[src/rtl/nodf_prof_pkg.sv]
// nodf_prof_pkg: shared widths, record layout and start-FSM states for the transaction profiler.
package nodf_prof_pkg;
    localparam int CNT_W_DEF = 32;
    localparam int ID_W_DEF  = 16;

    // Record layout at default widths; rec_data is packed in the same field order.
    typedef struct packed {
        logic [ID_W_DEF-1:0]  id;
        logic [CNT_W_DEF-1:0] start_ts;
        logic [CNT_W_DEF-1:0] end_ts;
        logic [CNT_W_DEF-1:0] latency;
    } txn_rec_t;

    typedef enum logic {IDLE, WAIT_READY} start_st_t;
endpackage

[src/rtl/nodf_txn_profiler_if.sv]
// nodf_txn_profiler_if: observed ap_ctrl handshake, finish request and record drain bus.
interface nodf_txn_profiler_if
    import nodf_prof_pkg::*;
#(
    parameter int CNT_W = CNT_W_DEF,
    parameter int ID_W  = ID_W_DEF
);
    logic                    ap_start;
    logic                    ap_ready;
    logic                    ap_done;
    logic                    ap_continue;
    logic                    finish;
    logic                    rec_valid;
    logic                    rec_ready;
    logic [ID_W+3*CNT_W-1:0] rec_data;
    logic [15:0]             rec_drop_cnt;
    logic                    err_start_ovf;
    logic                    err_orphan_done;
    logic                    drained;

    modport master (
        output ap_start, ap_ready, ap_done, ap_continue, finish, rec_ready,
        input  rec_valid, rec_data, rec_drop_cnt, err_start_ovf, err_orphan_done, drained
    );

    modport slave (
        input  ap_start, ap_ready, ap_done, ap_continue, finish, rec_ready,
        output rec_valid, rec_data, rec_drop_cnt, err_start_ovf, err_orphan_done, drained
    );
endinterface

[src/rtl/txn_prof_fifo.sv]
// txn_prof_fifo: show-ahead synchronous FIFO; a write into a full FIFO succeeds when a read happens in the same cycle.
module txn_prof_fifo #(
    parameter int W     = 32,
    parameter int DEPTH = 4
) (
    input  logic         clock,
    input  logic         reset,
    input  logic         wr,
    input  logic         rd,
    input  logic [W-1:0] din,
    output logic [W-1:0] dout,
    output logic         full,
    output logic         empty
);
    localparam int AW = DEPTH > 1 ? $clog2(DEPTH) : 1;

    logic [W-1:0]  mem [DEPTH];
    logic [AW-1:0] wp, rp;
    logic [AW:0]   count;
    logic          do_wr, do_rd;

    assign empty = count == '0;
    assign full  = count == (AW+1)'(DEPTH);
    assign do_rd = rd & ~empty;
    assign do_wr = wr & (~full | do_rd);
    assign dout  = mem[rp];

    always_ff @(posedge clock)
        if (do_wr) mem[wp] <= din;

    always_ff @(posedge clock) begin
        if (reset) begin
            wp    <= '0;
            rp    <= '0;
            count <= '0;
        end else begin
            if (do_wr) wp <= (wp == AW'(DEPTH - 1)) ? '0 : wp + AW'(1);
            if (do_rd) rp <= (rp == AW'(DEPTH - 1)) ? '0 : rp + AW'(1);
            count <= count + (AW+1)'(do_wr) - (AW+1)'(do_rd);
        end
    end
endmodule

[src/rtl/nodf_txn_profiler.sv]
// nodf_txn_profiler: timestamps ap_start/ap_ready against a free-running counter and pairs each
// done with the oldest start stamp, emitting {id, start, end, latency} records into a drain FIFO.
module nodf_txn_profiler
    import nodf_prof_pkg::*;
#(
    parameter int CNT_W     = CNT_W_DEF,
    parameter int ID_W      = ID_W_DEF,
    parameter int MAX_OUT   = 4,
    parameter int REC_DEPTH = 8
) (
    input logic                clock,
    input logic                reset,
    nodf_txn_profiler_if.slave bus
);
    localparam int REC_W = ID_W + 3 * CNT_W;

    start_st_t        state, state_nx;
    logic [CNT_W-1:0] cnt, stamp, push_ts, sq_dout, start_ts;
    logic [ID_W-1:0]  txn_id;
    logic [15:0]      drop_cnt;
    logic             ovf_seen, orphan_seen, finish_seen;
    logic             push, done, bypass, pop, orphan, start_ovf, sq_wr, sq_full, sq_empty;
    logic             rec_fire, rf_wr, rf_rd, rf_full, rf_empty, drop;
    logic [REC_W-1:0] rf_dout;

    always_comb begin
        push     = (state == IDLE) ? bus.ap_start & bus.ap_ready : bus.ap_ready;
        push_ts  = (state == IDLE) ? cnt : stamp;
        state_nx = (state == IDLE) ? ((bus.ap_start & ~bus.ap_ready) ? WAIT_READY : IDLE)
                                   : (bus.ap_ready ? IDLE : WAIT_READY);
    end

    // A done on an empty queue consumes a same-cycle push directly instead of queueing it.
    assign done      = bus.ap_done & bus.ap_continue;
    assign pop       = done & ~sq_empty;
    assign bypass    = done & sq_empty & push;
    assign orphan    = done & sq_empty & ~push;
    assign start_ovf = push & sq_full & ~pop;
    assign sq_wr     = push & ~bypass & ~start_ovf;
    assign start_ts  = bypass ? push_ts : sq_dout;
    assign rec_fire  = pop | bypass;
    assign rf_rd     = ~rf_empty & bus.rec_ready;
    assign rf_wr     = rec_fire & (~rf_full | rf_rd);
    assign drop      = rec_fire & ~rf_wr;

    always_ff @(posedge clock) begin
        if (reset) begin
            state       <= IDLE;
            cnt         <= '0;
            stamp       <= '0;
            txn_id      <= '0;
            drop_cnt    <= '0;
            ovf_seen    <= 1'b0;
            orphan_seen <= 1'b0;
            finish_seen <= 1'b0;
        end else begin
            state       <= state_nx;
            cnt         <= cnt + CNT_W'(1);
            if (state == IDLE) stamp <= cnt;
            txn_id      <= txn_id + ID_W'(rec_fire);
            if (drop && drop_cnt != 16'hFFFF) drop_cnt <= drop_cnt + 16'd1;
            ovf_seen    <= ovf_seen | start_ovf;
            orphan_seen <= orphan_seen | orphan;
            finish_seen <= finish_seen | bus.finish;
        end
    end

    txn_prof_fifo #(.W(CNT_W), .DEPTH(MAX_OUT)) u_start_q (
        .clock (clock),
        .reset (reset),
        .wr    (sq_wr),
        .rd    (pop),
        .din   (push_ts),
        .dout  (sq_dout),
        .full  (sq_full),
        .empty (sq_empty)
    );

    txn_prof_fifo #(.W(REC_W), .DEPTH(REC_DEPTH)) u_rec_q (
        .clock (clock),
        .reset (reset),
        .wr    (rf_wr),
        .rd    (rf_rd),
        .din   ({txn_id, start_ts, cnt, cnt - start_ts}),
        .dout  (rf_dout),
        .full  (rf_full),
        .empty (rf_empty)
    );

    // Masking stale memory keeps rec_data at zero whenever no record is offered.
    assign bus.rec_valid       = ~rf_empty;
    assign bus.rec_data        = rf_empty ? '0 : rf_dout;
    assign bus.rec_drop_cnt    = drop_cnt;
    assign bus.err_start_ovf   = ovf_seen;
    assign bus.err_orphan_done = orphan_seen;
    assign bus.drained         = finish_seen & rf_empty;
endmodule

[src/flat_wrapper.sv]
// flat-port wrapper written by rule: the top's interface ports become plain ports
module nodf_txn_profiler_flat import nodf_prof_pkg::*;
#(
    parameter int CNT_W     = CNT_W_DEF,
    parameter int ID_W      = ID_W_DEF,
    parameter int MAX_OUT   = 4,
    parameter int REC_DEPTH = 8
)
  (clock, reset, bus_ap_start, bus_ap_ready, bus_ap_done, bus_ap_continue, bus_finish, bus_rec_ready, bus_rec_valid, bus_rec_data, bus_rec_drop_cnt, bus_err_start_ovf, bus_err_orphan_done, bus_drained);
  nodf_txn_profiler_if #(.CNT_W(CNT_W), .ID_W(ID_W)) bus_i ();
  input logic clock;
  input logic reset;
  input wire logic [$bits(bus_i.ap_start)-1:0] bus_ap_start;
  input wire logic [$bits(bus_i.ap_ready)-1:0] bus_ap_ready;
  input wire logic [$bits(bus_i.ap_done)-1:0] bus_ap_done;
  input wire logic [$bits(bus_i.ap_continue)-1:0] bus_ap_continue;
  input wire logic [$bits(bus_i.finish)-1:0] bus_finish;
  input wire logic [$bits(bus_i.rec_ready)-1:0] bus_rec_ready;
  output wire logic [$bits(bus_i.rec_valid)-1:0] bus_rec_valid;
  output wire logic [$bits(bus_i.rec_data)-1:0] bus_rec_data;
  output wire logic [$bits(bus_i.rec_drop_cnt)-1:0] bus_rec_drop_cnt;
  output wire logic [$bits(bus_i.err_start_ovf)-1:0] bus_err_start_ovf;
  output wire logic [$bits(bus_i.err_orphan_done)-1:0] bus_err_orphan_done;
  output wire logic [$bits(bus_i.drained)-1:0] bus_drained;
  assign bus_i.ap_start = bus_ap_start;
  assign bus_i.ap_ready = bus_ap_ready;
  assign bus_i.ap_done = bus_ap_done;
  assign bus_i.ap_continue = bus_ap_continue;
  assign bus_i.finish = bus_finish;
  assign bus_i.rec_ready = bus_rec_ready;
  assign bus_rec_valid = bus_i.rec_valid;
  assign bus_rec_data = bus_i.rec_data;
  assign bus_rec_drop_cnt = bus_i.rec_drop_cnt;
  assign bus_err_start_ovf = bus_i.err_start_ovf;
  assign bus_err_orphan_done = bus_i.err_orphan_done;
  assign bus_drained = bus_i.drained;
  nodf_txn_profiler #(.CNT_W(CNT_W), .ID_W(ID_W), .MAX_OUT(MAX_OUT), .REC_DEPTH(REC_DEPTH)) u_core (.clock(clock), .reset(reset), .bus(bus_i));
endmodule
[config.mk]
export PLATFORM = sky130hd
export DESIGN_NAME = nodf_txn_profiler_flat
export DESIGN_NICKNAME = d
export VERILOG_FILES = /design/src/rtl/nodf_prof_pkg.sv /design/src/rtl/nodf_txn_profiler_if.sv /design/src/rtl/txn_prof_fifo.sv /design/src/rtl/nodf_txn_profiler.sv /design/src/flat_wrapper.sv
export SDC_FILE = /design/constraint.sdc
export NUM_CORES = 1
export LEC_CHECK = 0
export CORE_MARGIN = 1
export CORE_UTILIZATION = 35
export DETAILED_ROUTE_END_ITERATION = 12
export GPL_TIMING_DRIVEN = 1
export HOLD_SLACK_MARGIN = 0.02
export PLACE_DENSITY = 0.5
export SYNTH_ARGS = -nofsm -noshare
export SYNTH_HDL_FRONTEND = slang
export SYNTH_HIERARCHICAL = 1
export SYNTH_SLANG_ARGS = --single-unit
[constraint.sdc]
create_clock -name clock -period 17.4 [get_ports clock]
set_input_delay 3.48 -clock clock [delete_from_list [all_inputs] [get_ports clock]]
set_output_delay 3.48 -clock clock [all_outputs]
set_load 0.02 [all_outputs]
### M1 wires, run 1

Drawn at 1 px/um. Supply wires on this layer in gray. Cells faint in the background.
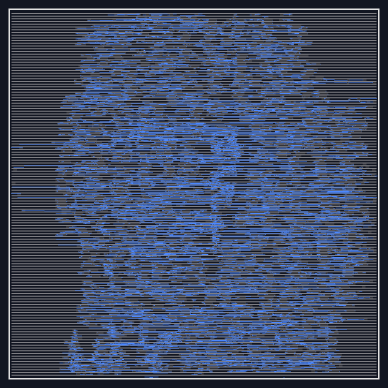
longest straight run: 116 um
share of all routed wire: 44%

### M2 wires, run 1

Drawn at 1 px/um.
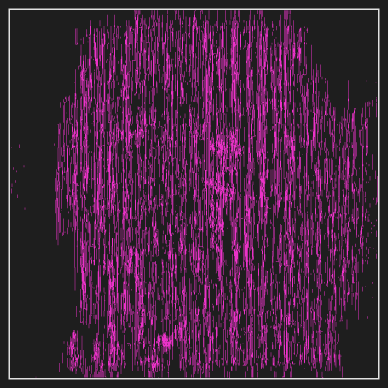
wire length on this layer: 55.8 mm
nets with wire on the layer: 2,514
via count: 23,400
final WL: 109,000 um
M2 GR Usage: 28.2%

### Metal 3, run 1

Drawn at 1.5 px/um. Cells faint in the background.
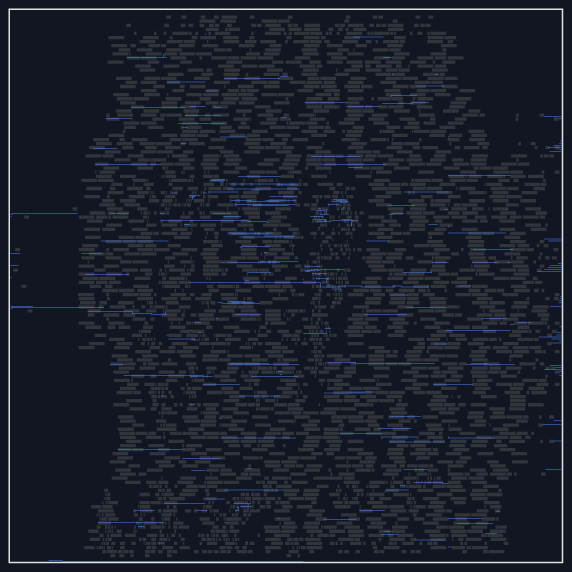
wire length on this layer: 3,820 um
nets with wire on the layer: 139

### The metal 4 layer, run 1

Drawn at 1 px/um. Supply wires on this layer in gray. Cells faint in the background.
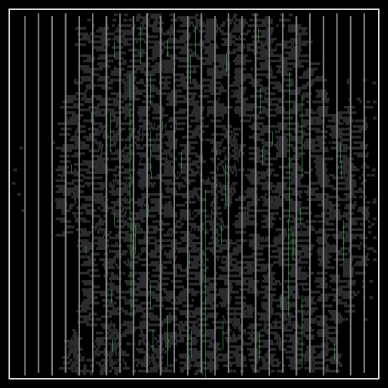
wire length on this layer: 1,710 um
longest straight run: 188 um
nets with wire on the layer: 16

-- run 1: sequential cells by signal, indices dropped and copies added, names as in the netlist, 4 cells and up, named ones only --
signal and cells:
u_core/bus.rec_drop_cnt 16, u_core/u_rec_q/mem 896, u_core/stamp 32, u_core/cnt 32, u_core/u_rec_q/count 4, u_core/u_start_q/mem 128, u_core/txn_id 16
-- run 1: kinds of logic (layout without fill, tap and decap cells) --
| group | Yosys count | in the layout |
|---|---|---|
| compound gates | 170 | 170 |
| other cells | 0 | 4 |
| flops | 1146 | 1146 |
| simple gates | 484 | 484 |
| xor+xnor | 86 | 86 |
| buf+inv | 212 | 486 |
| mux | 401 | 401 |
| fa+ha+maj | 53 | 53 |
-- run 1: cell type report --
cell class | instances | area (um^2) | area share [%]
diodes | 4 | 10.0 | 0.0185
inverters | 88 | 333 | 0.617
multi-input cells | 1194 | 12700 | 23.5
flip-flops and latches | 1146 | 33200 | 61.5
clock inverters | 66 | 674 | 1.25
clock buffers | 152 | 3140 | 5.82
well taps | 1755 | 2200 | 4.07
repair buffers | 180 | 1760 | 3.26
-- run 1: worst max-delay path: cells and delay by family, from the launching register on --
family	cells	cell delay, ns
DFF	1	0.84
and+or+nand+nor	1	0.32
buffers and inverters	3	2.53
muxes	2	0.52
-- run 1: stage by stage --
step                      instances  util, %  cell area [um^2]  power (uW)
after floorplan                2552        -             46900        4300
after global placement         4363     38.0             50200        5010
after detailed placement       4363     38.0             50200        5040
after CTS                      4581     40.8             54000        7540
after global routing           4581     40.8             54000        7720
final                          4585     40.9             54000        7420
-- run 1: metal layers --
metal | vias up | part of all wire [%] | track usage [%]
li1 | 10300 | - | -
met1 | 12500 | 44 | 21.4
met2 | 422 | 51 | 28.2
met3 | 117 | 3.5 | 2.13
met4 | 0 | 1.6 | 4.03
met5 | - | 0 | 0
==> results.yml, run 1 <==
# generated from flow reports
critical_path:
  critPathMostFrequentCell: "buf_4"
  cp_max_fo: 66
  critPathLaunchType: "register"
  reg2reg_slack_ns: 11.85
  required_ns: 13.92
  reg2reg_to: "u_core/u_rec_q/mem[3][30]"
  rr_worst_depth: 14
  crit_path_end: "bus_rec_data[30]"
  slowest_stage: "buf_4"
  cp_cell_sequence: "buf_4 > buf_4 > mux4_2 > mux2_4 > nor2b_1 > clkdlybuf4s50_1"
  critPathKind: "register to primary output"
cts:
  cts_hold_buf: 0
  cts_resized: 0
  clockRootBuffer: "clkbuf_16"
  htreeDepth: 3
  clock_path_buffers: 3
  cts_sinks: 1146
  cts_buffers: 117
  clock_latency_ns: 0.72
logic_synthesis:
  muxShareOfSynthArea_pct: 16.1
  post_synth_num_cell_types: 66
  synth_area_per_cell_um2: 18.4
  async_flop_share_pct: 0
  ys_area_um2: 46900
  largest_area_cell: "edfxtp_1"
  edf_count: 1024
  compound_area_share_pct: 2.46
  top_cell: "edfxtp_1"
  ys_seq_share_pct: 70.8
  floorplan.nets: 2613
  ys_cells: 2552
  synth_cells: 2552
  top_area_share_pct: 65.6
  fa_ha_area_share_pct: 1.46
  synthTopCellsByCount: "edfxtp_1, mux4_2, nor2_1, nor2b_1, dfxtp_1"
  top_logic_kind: "multiplexers"
power:
  power.group.top: "registers"
  powerDensity_nw_per_um2: 137
  switchingPower_uw: 2080
  pwr-share-clk_pct: 33.5
  pwr-share-comb_pct: 22.8
  internal-power_uw: 5340
  seq_cell_power_uw: 3240
  pg_comb_uw: 1690
hold_path:
  holdPathEnd: "u_core/finish_seen"
  hold_class: "register to register"
grt:
  grt_max_degree: 113
  grt-ovfl-total: 0
  groute.usage.overall_pct: 16.2
  grt_pass1_vias: 24900
  antenna_found_initial: 0
die:
  core_area_um2: 132000
  io_pins: 140
  fp_util_pct: 35.5
  die_h_um: 368
place:
  place_hpwl_um: 62600
  port_buffers: 139
sta:
  fin_ws_ns: 8.94
  fmax_ghz: 0.118
  period_used_pct: 48.6
  worst_pin_slew_ns: 1.06
  min_period_ns: 8.46
  setup_viol_count_final: 0
  drv_slew: 0
final_layout:
  fillCellCount: 11800
  fin_nets: 2788
  layout.cells.most_common_list: "edfxtp_1, mux4_2, nor2_1"
drt:
  vias_per_cell: 5.09
  drc: 0
  final_antenna_net_count: 0
  drt_pass1_iterations: 5
run_status:
  status: "complete, no violations"
flow_run:
  drv_cap: 0
### Congestion heat map, run 1

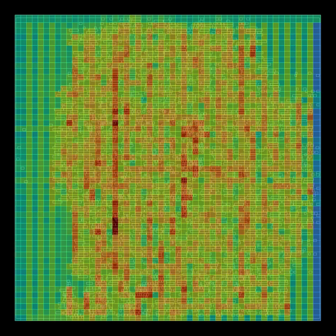

==> run 2: changes to the inputs <==
- PLACE_DENSITY: 0.5 -> 0.52
- clock period: 17.4 -> 6.78 ns (I/O delays scaled with it)
### Congestion heat map, run 2

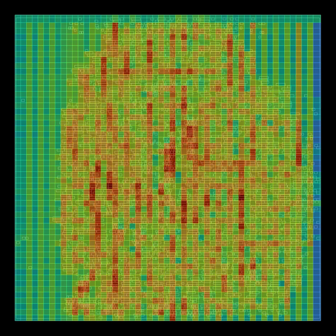
gr usage total: 16.2%
M3 GR Usage: 2.27%

### Metal 3, run 2

Drawn at 1.5 px/um. Cells faint in the background.
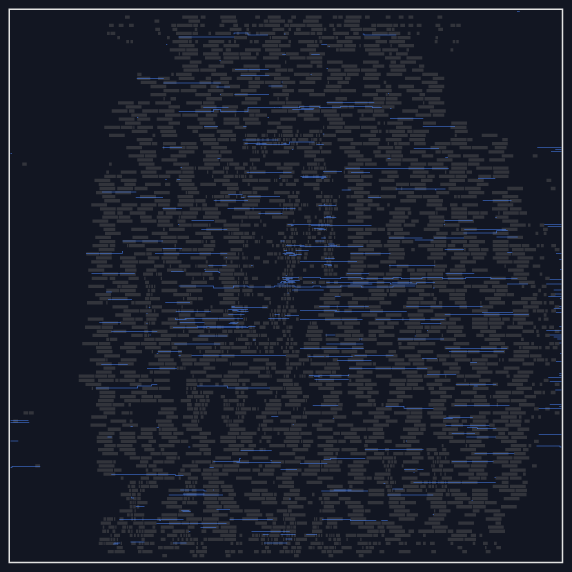
share of all routed wire: 4.4%
longest straight run: 68.5 um
wire length on this layer: 4,850 um
nets with wire on the layer: 174
via count: 23,400
final WL: 110,000 um

==> run 2 against run 1 <==
  * Critical path depth up 7
  * Register-to-register slack worse by 10 ns
  * Total power rose to 2.6 times the previous value
  * Clock power rose to 2.5 times the previous value
  * Worst setup slack worse by 7.4 ns
  * Critical path type is now input pin to register
==> results.yml, run 2 <==
# generated from flow reports
grt:
  grt-ovfl-total: 0
  antenna_found_initial: 7
  grt_max_degree: 75
  grt_pass1_vias: 24900
logic_synthesis:
  post_synth_num_cell_types: 66
  largest_area_cell: "edfxtp_1"
  fa_ha_area_share_pct: 1.46
  ys_seq_share_pct: 70.8
  top_logic_kind: "multiplexers"
  ys_area_um2: 46900
  synth_area_per_cell_um2: 18.4
  top_area_share_pct: 65.6
  async_flop_share_pct: 0
die:
  io_pins: 140
  die_h_um: 368
final_layout:
  fin_nets: 2798
  largest_reg_flops: 896
  regArea_um2: 33200
  fillCellCount: 11700
  fin_util_pct: 41.1
  logic_area_um2: 12700
  regMostFlops: "u_core/u_rec_q/mem"
  finalInstanceArea_um2: 54300
drt:
  drt_pass1_iterations: 7
  vias_per_cell: 5.10
  final_antenna_net_count: 0
run_status:
  status: "complete, no violations"
critical_path:
  critPathKind: "input pin to register"
  cp_cell_sequence: "clkdlybuf4s50_1 > and3_1 > nor2b_4 > buf_4 > nor2_1 > a21o_1 > ha_1 > a21oi_1 > o21ai_0 > o32ai_2 > o31ai_1 > a41oi_1 > xnor2_1"
  slowest_stage: "xnor2_1"
  critPathLaunchType: "input pin"
power:
  switchingPower_uw: 5390
cts:
  cts_buffers: 114
  cts_resized: 0
  clock_latency_ns: 0.73
sta:
  setup_viol_count_final: 0
place:
  place_hpwl_um: 65700
  port_buffers: 139
hold_path:
  hold_class: "register to register"
flow_run:
  drv_cap: 0
==> run 2: kinds of logic after synthesis <==
kind of cell,count (synthesis)
AND-OR/OR-AND,170
XOR/XNOR,86
adder cells (fa/ha/maj),53
buffers and inverters,212
flip-flops,1146
multiplexers,401
AND/OR/NAND/NOR,484
==> run 2: stage by stage <==
step	hold slack, ns	setup TNS [ns]	cells	setup WS [ns]
after floorplan	0.427	-240.54	2552	-0.440
after global placement	0.438	0	4376	1.01
after detailed placement	0.452	0	4376	0.859
after CTS	0.466	0	4593	1.39
after global routing	0.510	0	4593	1.17
final	0.457	0	4594	1.57
==> run 2: final timing paths <==
kind         slack, ns                         to                       from  depth (start not counted)
max               1.57  u_core/u_rec_q/mem[0][31]                bus_ap_done                         13
min               0.46         u_core/finish_seen         u_core/finish_seen                          2
max reg2reg       1.63  u_core/u_rec_q/mem[0][31]  u_core/u_start_q/count[1]                         13
min reg2reg       0.46         u_core/finish_seen         u_core/finish_seen                          2
==> run 2: power by group through the flow <==
stage	clock [uW]	combinational [uW]	sequential [uW]
after global placement	0	4440	8450
final	6270	4390	8310
after global routing	6690	4710	8340
after floorplan	0	2620	8380
after CTS	6440	4520	8320
after detailed placement	0	4500	8470
==> run 2: final cells by class <==
class	instances	area share, %
Tap cell	1755	4.04
Clock buffer	144	5.63
Multi-Input combinational cell	1194	23.4
Antenna cell	1	0.00461
Inverter	88	0.613
Timing Repair Buffer	193	3.83
Clock inverter	73	1.31
Sequential cell	1146	61.1
==> run 2: per-layer routing <==
layer	GRT usage (%)	up-vias	share of wire (%)	routed length, um
met4	4.96	0	2.5	2710
met3	2.27	138	4.4	4850
met5	0	-	0	0
li1	-	10400	-	-
met1	21.1	12400	43	46700
met2	27.9	545	50	55300
### The metal 4 layer, run 2

Drawn at 1 px/um. Supply wires on this layer in gray. Cells faint in the background.
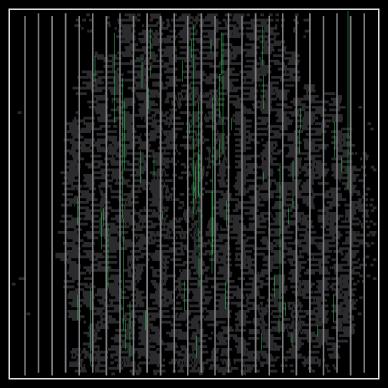

==> run 3: changes to the inputs <==
- PLACE_DENSITY: 0.52 -> 0.5
- clock period: 6.78 -> 5.4 ns (I/O delays scaled with it)
### The metal 4 layer, run 3

Drawn at 1 px/um. Supply wires on this layer in gray. Cells faint in the background.
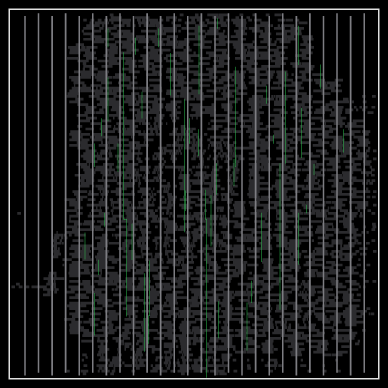
share of all routed wire: 1.9%
longest straight run: 167 um
main direction: vertical
wire length on this layer: 2,100 um
final WL: 112,000 um
via count: 23,600

### Congestion heat map, run 3

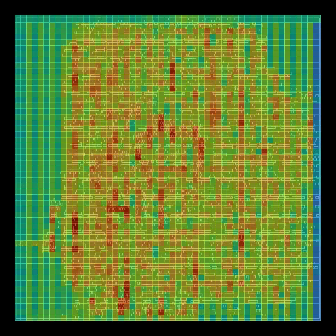
wire per inst: 24.2 um
M2 GR Usage: 28.2%
most used routing layer: met2

==> run 3 against run 2 <==
  * Wire length rose by 2.1%
  * Die area unchanged
  * Design area up 0.74%
  * Global-route usage up 0.39 points
  * Synthesized cell count stayed put
  * Critical path depth rose by 1
  * Final cell count rose by 0.81%
  * First-iteration DRC count increased by 5.1%
  * Clock power grew 26%
  * Non-clock buffer count rose by 42
  * Critical endpoint is now u_core/u_rec_q/mem[2][30]
  * Largest cell class unchanged
  * Largest power group unchanged
==> results.yml, run 3 <==
# generated from flow reports
run_status:
  status: "complete, no violations"
logic_synthesis:
  ys_area_um2: 46900
  async_flop_share_pct: 0
  edf_count: 1024
  synth_cells: 2552
  largest_area_cell: "edfxtp_1"
  top_cell: "edfxtp_1"
  top_area_share_pct: 65.6
  synthTopCellsByCount: "edfxtp_1, mux4_2, nor2_1, nor2b_1, dfxtp_1"
  synth_area_per_cell_um2: 18.4
  ys_seq_share_pct: 70.8
flow_run:
  drv_cap: 0
hold_path:
  min_from: "u_core/finish_seen"
  hold_class: "register to register"
  holdPathEnd: "u_core/finish_seen"
cts:
  cts_sinks: 1146
  clock_path_buffers: 3
  htreeDepth: 3
  cts_buffers: 116
  clock_latency_ns: 0.72
  clockRootBuffer: "clkbuf_16"
drt:
  vias_per_cell: 5.09
  final_antenna_net_count: 0
  drt_pass1_iterations: 5
  drc: 0
critical_path:
  critPathLaunchType: "input pin"
  required_ns: 5.81
  rr_worst_depth: 14
  startpoint: "bus_ap_done"
  slowest_stage: "xnor2_1"
  critPathMostFrequentCell: "a21oi_1"
  reg2reg_slack_ns: 0.87
  cp_max_fo: 24
place:
  port_buffers: 139
  place_area_um2: 51000
  pre_cts_ws_ns: 0.102
  place_hpwl_um: 68500
  dp.cells: 4418
sta:
  timing.hold.ws_ns: 0.476
  fmax_ghz: 0.214
  worst_pin_slew_ns: 1.11
  finalSetupTns_ns: 0
grt:
  grt_max_degree: 77
  grt_use_met1_pct: 22.2
  grt.met3_usage_pct: 2.30
  groute.usage.overall_pct: 16.6
  grt-ovfl-total: 0
final_layout:
  largest_reg_flops: 896
  layout.cells.most_common_list: "edfxtp_1, mux4_2, nor2_1"
  fin_util_pct: 41.4
  layout.cells.non_filler: 4631
  finalInstanceArea_um2: 54700
die:
  io_pins: 140
  fp_util_pct: 35.5
  core_area_um2: 132000
power:
  powerDensity_nw_per_um2: 438
  finalPower_uw: 23900
## run 3: cell counts after synthesis
No cell type changed its count.
## run 3: critical path, delay by kind of cell
| family | cells | cell delay [ns] |
|---|---|---|
| buffers and inverters | 2 | 0.71 |
| AOI/OAI and AO/OA | 7 | 1.57 |
| adders and majority gates | 1 | 0.37 |
| and+or+nand+nor | 3 | 0.76 |
| xor gates and xnor gates | 1 | 0.56 |
## run 3: routing by layer
metal / up-vias / routed length, um / share of wire (%)
li1: 10400 / - / -
met1: 12500 / 49100 / 44
met2: 466 / 56300 / 50
met3: 111 / 4390 / 3.9
met4: 0 / 2100 / 1.9
met5: - / 0 / 0
## run 3: worst max path at each step
stage	to
4_1_cts	bus_rec_data[92]
3_5_place_dp	u_core/u_rec_q/mem[5][25]
6_report	u_core/u_rec_q/mem[2][30]
3_3_place_gp	u_core/u_rec_q/mem[1][30]
2_1_floorplan	u_core/u_rec_q/mem[4][0]
5_1_grt	u_core/u_rec_q/mem[2][30]
## run 3: power breakdown
part | internal [uW] | switching, uW
clock network | 4600 | 3300
registers | 10200 | 165
logic | 2390 | 3230
total | 17200 | 6700
## run 3: area by class of cell
cell class,count,area [um^2]
diodes,1,2.50
clock buffers,159,3200
clock inverters,53,546
fillers,11800,77400
inverters,88,333
multi-input cells,1194,12700
flip-flops and latches,1146,33200
well taps,1755,2200
repair buffers,235,2480
## run 3: kinds of logic after synthesis
logic type / synth area share [%]
AND-OR/OR-AND: 2.46
XOR/XNOR: 1.61
adder cells (fa/ha/maj): 1.46
buffers and inverters: 2.24
flip-flops: 70.8
multiplexers: 16.1
AND/OR/NAND/NOR: 5.26
No activity file was given, so power comes from the tool's default toggle rates.
